### Placed cells, one color a class

Fill, decap, tap and diode cells in gray.
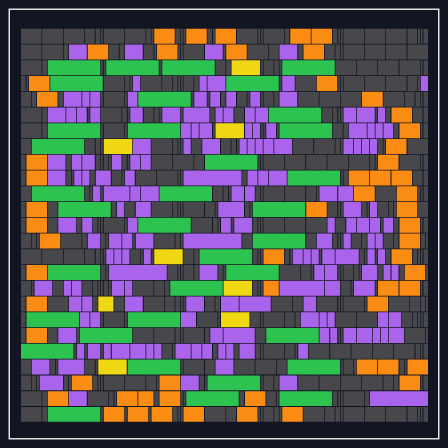
### M3 wires

Bar = 20 um.
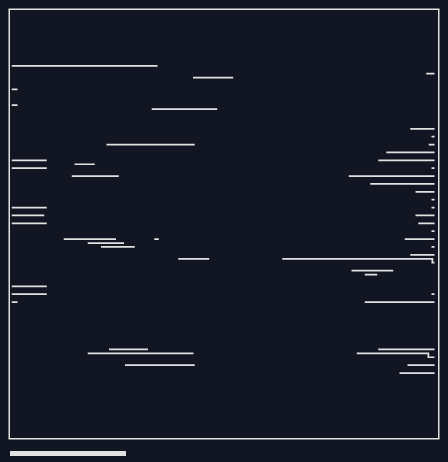
### Cell placement

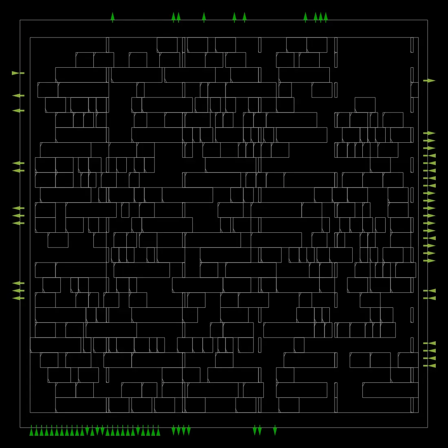
### Nets reached from selected ports

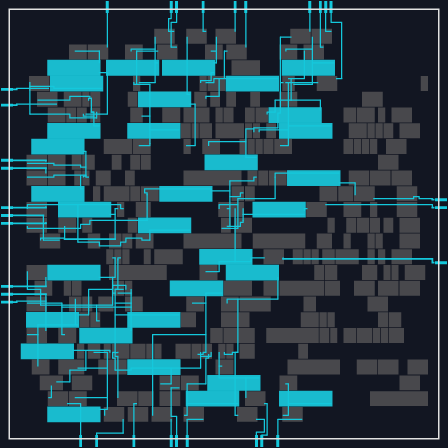
### The metal 2 layer

Cells faint in the background.
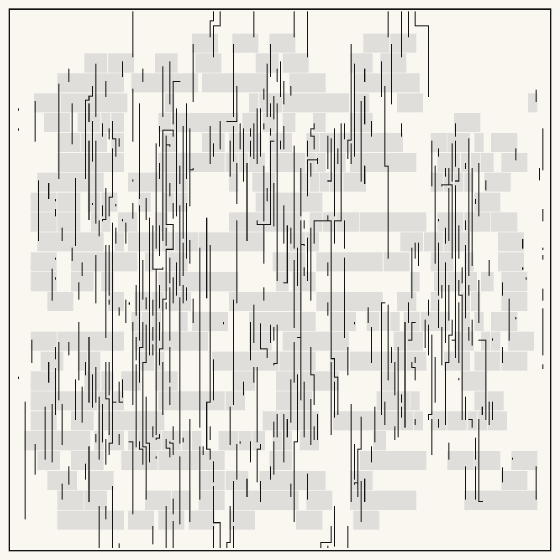
<file path="config.mk">
export PLATFORM = sky130hd
export DESIGN_NAME = multicycle_control
export DESIGN_NICKNAME = d
export VERILOG_FILES = /design/src/rtl/riscv_ctrl_pkg.sv /design/src/rtl/alu_decoder.sv /design/src/rtl/multicycle_control.sv
export SDC_FILE = /design/constraint.sdc
export NUM_CORES = 1
export LEC_CHECK = 0
export CORE_MARGIN = 1.5
export CORE_UTILIZATION = 42
export DETAILED_ROUTE_END_ITERATION = 10
export PLACE_DENSITY_LB_ADDON = 0.1
export SETUP_SLACK_MARGIN = 0.02
export SYNTH_ARGS = -nofsm -noshare
export SYNTH_HDL_FRONTEND = slang
export SYNTH_SLANG_ARGS = --single-unit
export TNS_END_PERCENT = 30
</file>
<file path="constraint.sdc">
create_clock -name clk -period 5.4 [get_ports clk]
set_input_delay 1.08 -clock clk [delete_from_list [all_inputs] [get_ports clk]]
set_output_delay 1.08 -clock clk [all_outputs]
set_load 0.03 [all_outputs]
</file>
<file path="src/rtl/riscv_ctrl_pkg.sv">
// Shared opcode, ALU-code and FSM-state definitions for the multicycle control slice.
// Pure constants and decode helpers; no state, no latency, no flow control.
package riscv_ctrl_pkg;

   localparam logic [6:0] OP_R  = 7'b0110011;
   localparam logic [6:0] OP_I  = 7'b0010011;
   localparam logic [6:0] OP_LW = 7'b0000011;
   localparam logic [6:0] OP_S  = 7'b0100011;
   localparam logic [6:0] OP_B  = 7'b1100011;

   localparam logic [3:0] ALU_AND = 4'b0000;
   localparam logic [3:0] ALU_OR  = 4'b0001;
   localparam logic [3:0] ALU_ADD = 4'b0010;
   localparam logic [3:0] ALU_SUB = 4'b0110;
   localparam logic [3:0] ALU_SLT = 4'b0111;
   localparam logic [3:0] ALU_SRL = 4'b1000;
   localparam logic [3:0] ALU_SLL = 4'b1001;
   localparam logic [3:0] ALU_SRA = 4'b1010;
   localparam logic [3:0] ALU_XOR = 4'b1101;

   typedef enum logic [2:0] {
      ST_IF   = 3'd0,
      ST_ID   = 3'd1,
      ST_EX   = 3'd2,
      ST_MEM  = 3'd3,
      ST_WB   = 3'd4,
      ST_HALT = 3'd5
   } state_e;

   function automatic logic is_legal(input logic [6:0] op);
      return (op == OP_R) || (op == OP_I) || (op == OP_LW) || (op == OP_S) || (op == OP_B);
   endfunction

endpackage

</file>
<file path="src/rtl/alu_decoder.sv">
// Combinational opcode/funct3/instr[30] to ALU operation code.
// Zero latency, no flow control; unknown encodings fall back to ADD.
module alu_decoder
   import riscv_ctrl_pkg::*;
(
   input  logic [6:0] opcode,
   input  logic [2:0] funct3,
   input  logic       bit30,
   output logic [3:0] alu_ctrl
);

   always_comb begin
      alu_ctrl = ALU_ADD;
      case (opcode)
         OP_B: alu_ctrl = ALU_SUB;
         OP_R, OP_I: begin
            case (funct3)
               // instr[30] is part of the immediate for ADDI, so only R-type may select SUB
               3'b000:  alu_ctrl = ((opcode == OP_R) && bit30) ? ALU_SUB : ALU_ADD;
               3'b001:  alu_ctrl = ALU_SLL;
               3'b010:  alu_ctrl = ALU_SLT;
               3'b100:  alu_ctrl = ALU_XOR;
               3'b101:  alu_ctrl = bit30 ? ALU_SRA : ALU_SRL;
               3'b110:  alu_ctrl = ALU_OR;
               3'b111:  alu_ctrl = ALU_AND;
               default: alu_ctrl = ALU_ADD;
            endcase
         end
         default: alu_ctrl = ALU_ADD;
      endcase
   end

endmodule

</file>
<file path="src/rtl/multicycle_control.sv">
// Multicycle IF/ID/EX/MEM/WB sequencer with retired-instruction counter; 2-5 cycles per instruction.
// Strobes are combinational from state+instr; ILLEGAL_TRAP_EN parks illegal opcodes in a HALT state.
module multicycle_control
   import riscv_ctrl_pkg::*;
#(
   parameter int INSTRET_W = 32
) (
   input  logic                 clk,
   input  logic                 rst,
   input  logic [31:0]          instr,
   input  logic                 Zero,
   output logic                 ALUSrc,
   output logic                 MemToReg,
   output logic                 RegWrite,
   output logic                 MemRead,
   output logic                 MemWrite,
   output logic [3:0]           ALUCtrl,
   output logic                 loadPC,
   output logic                 PCSrc,
   output logic                 illegal,
   output logic [INSTRET_W-1:0] instret
);

   state_e                 state_q, state_d;
   logic [INSTRET_W-1:0]   instret_q, instret_d;
   logic [6:0]             opcode;
   logic [3:0]             dec_alu;
   logic                   legal;
   logic                   unused_instr_bits;

   assign opcode            = instr[6:0];
   assign legal             = is_legal(opcode);
   assign unused_instr_bits = ^{instr[31], instr[29:15], instr[11:7]};

   alu_decoder u_alu_decoder (
      .opcode   (opcode),
      .funct3   (instr[14:12]),
      .bit30    (instr[30]),
      .alu_ctrl (dec_alu)
   );

   always_comb begin
      state_d = ST_IF;
      case (state_q)
         ST_IF: state_d = ST_ID;
         ST_ID: begin
            if (legal) state_d = ST_EX;
`ifdef ILLEGAL_TRAP_EN
            else       state_d = ST_HALT;
`else
            else       state_d = ST_IF;
`endif
         end
         ST_EX: begin
            if (opcode == OP_LW || opcode == OP_S) state_d = ST_MEM;
            else if (opcode == OP_B)               state_d = ST_IF;
            else                                   state_d = ST_WB;
         end
         ST_MEM:  state_d = (opcode == OP_LW) ? ST_WB : ST_IF;
         ST_WB:   state_d = ST_IF;
`ifdef ILLEGAL_TRAP_EN
         ST_HALT: state_d = ST_HALT;
`endif
         default: state_d = ST_IF;
      endcase
   end

   always_comb begin
      ALUSrc   = 1'b0;
      MemToReg = 1'b0;
      RegWrite = 1'b0;
      MemRead  = 1'b0;
      MemWrite = 1'b0;
      loadPC   = 1'b0;
      PCSrc    = 1'b0;
      ALUCtrl  = ALU_ADD;
      case (state_q)
         ST_ID: begin
`ifndef ILLEGAL_TRAP_EN
            // Illegal opcodes retire as a NOP: step past them to PC+4
            loadPC = !legal;
`endif
         end
         ST_EX: begin
            ALUCtrl = dec_alu;
            ALUSrc  = (opcode == OP_I) || (opcode == OP_LW) || (opcode == OP_S);
            if (opcode == OP_B) begin
               loadPC = 1'b1;
               PCSrc  = Zero;
            end
         end
         ST_MEM: begin
            ALUCtrl = dec_alu;
            ALUSrc  = 1'b1;
            if (opcode == OP_LW) begin
               MemRead = 1'b1;
            end else begin
               MemWrite = 1'b1;
               loadPC   = 1'b1;
            end
         end
         ST_WB: begin
            ALUCtrl  = dec_alu;
            ALUSrc   = (opcode != OP_R);
            MemToReg = (opcode == OP_LW);
            RegWrite = 1'b1;
            loadPC   = 1'b1;
         end
         default: ;
      endcase
   end

   assign instret_d = loadPC ? instret_q + {{(INSTRET_W-1){1'b0}}, 1'b1} : instret_q;

   always_ff @(posedge clk or negedge rst) begin
      if (!rst) begin
         state_q   <= ST_IF;
         instret_q <= '0;
      end else begin
         state_q   <= state_d;
         instret_q <= instret_d;
      end
   end

   assign instret = instret_q;
`ifdef ILLEGAL_TRAP_EN
   assign illegal = (state_q == ST_HALT);
`else
   assign illegal = 1'b0;
`endif

endmodule

</file>
==> reports/qor.csv <==
stage,metric,value,unit
power_and_ir_drop,P_leak,1.04,nW
die,Die Y-Extent,73.9,um
die,total I/O pin count,79,
sta,Final setup viols,0,
layout,Layout Cells excl Fill,342,
sta,unrepaired setup endpoints after global routing,false,
detailed_routing,Initial DRC Count,85,
logic_synthesis,Synth async-reset ratio,100,%
layout,Layout fillers,443,
worst_setup_path,CP max-delay cell,clkdlybuf4s50_1,
power_and_ir_drop,Int Power,0.000689,W
worst_setup_path,CP Launch Point,instr[2],
power_and_ir_drop,Comb power frac,48.3,%
grt,largest net degree at the start of global routing,36,
sta,worst-margin pin slew,0.916,ns
grt,initial antenna violation count,0,
worst_hold_path,Hold Path Class,flop to flop,
worst_setup_path,Worst Setup Start Kind,primary input,
job,max-cap violation count,0,
logic_synthesis,"area leader, netlist",dfrtp_1,
sta,Max Slew Vio Count,0,
logic_synthesis,synthesized area per cell,9.59,um^2
run_status,status,"finished, final reports clean",
placement,port bufs,56,
worst_setup_path,CP arrival,3.50,ns
worst_setup_path,critical path endpoint category,primary output,
placement,hpwl dp,3.24,mm
logic_synthesis,cell area after synthesis,0.00211,mm^2
placement,"worst slack, placed",0.805,ns
logic_synthesis,cell with the most instances after synthesis,dfrtp_1,
die,Floorplan Core Area,0.00479,mm^2
worst_setup_path,Critical R2R Launch,instret[13],
clock_network,CTS tree,yes,
logic_synthesis,synthesis area per yosys,0.00211,mm^2
layout,Layout area overhead,33.2,%
worst_setup_path,Critical Path End,loadPC,
worst_setup_path,critical path depth,6,
## Picture notes: 'Placed cells, one color a class'
Green marks sequential cells, cells 35. Yellow marks clock drivers and dummy loads, cells 8. Orange marks remaining buffers and delay cells, cells 58. Purple marks combinational and other logic, cells 174.

## Picture notes: 'M3 wires'
The layer holds 6.6% of the routed length. The longest straight run is 25.8 um. 46 nets have wire on it. The wires run mostly horizontal. The layer carries 320 um of wire.
vias after detailed routing: 1837
met3 Usage GRT: 4.12%

## Picture notes: 'Cell placement'
row cnt: 25
sequential cell count: 35

## Picture notes: 'Nets reached from selected ports'
Cyan marks instret, bits 32, direction output, edge 10 left, 10 top, 9 bottom, 3 right, end cells 32, buffers 32, wire 1120 um.

## Picture notes: 'The metal 2 layer'
236 nets have wire on it. The layer carries 2210 um of wire. The longest straight run is 30.1 um. The layer holds 46% of the routed length.
global-route met2 utilization: 30.7%
WL final: 4.83 mm

metal layers:
layer,up-vias,track usage [%],part of all wire [%]
li1,882,-,-
met1,884,26.2,46
met5,-,0,0
met2,65,30.7,46
met3,6,4.12,6.6
met4,0,8.44,1.6
kinds of logic (layout without fill, tap and decap cells):
kind of cell	count (synthesis)	after routing	share of synthesized area [%]
DFF	35	35	41.5
other	1	1	0.178
and+or+nand+nor	89	89	23.2
xor gates and xnor gates	32	32	13.3
buffers and inverters	19	74	4.39
adders and majority gates	1	1	0.593
muxes	1	1	0.533
AOI/OAI and AO/OA	42	42	16.4
worst register-to-register path, delay by kind of cell (launching register included):
kind	cells	cell delay, ns
AND/OR/NAND/NOR	3	1.05
flip-flops	1	0.49
AND-OR/OR-AND	1	0.46
XOR/XNOR	1	0.17
cell type report:
| type | instances | area share, % |
|---|---|---|
| Multi-Input combinational cell | 166 | 40.6 |
| Sequential cell | 35 | 31.2 |
| Clock inverter | 1 | 0.267 |
| Tap cell | 67 | 2.98 |
| Clock buffer | 7 | 3.43 |
| Timing Repair Buffer | 58 | 20.5 |
| Inverter | 8 | 1.07 |
layout by cell type (no fill, tap or decap), types with 2 or more instances in the layout:
master,instances
a2111oi_2,2
a2111oi_4,3
a211oi_1,6
a21oi_1,24
buf_4,2
clkbuf_8,7
clkdlybuf4s50_1,56
dfrtp_1,35
inv_1,8
nand2_1,24
nand2b_1,4
nand3_1,13
nand3b_1,2
nand4_1,9
nor2_1,17
nor3_1,4
nor4_2,2
or3_1,2
xor2_1,31
state kept, by name, summed over array words and instances, names as in the netlist:
name	count
instret	32
state_q	3
No activity file was given, so power comes from the tool's default toggle rates.
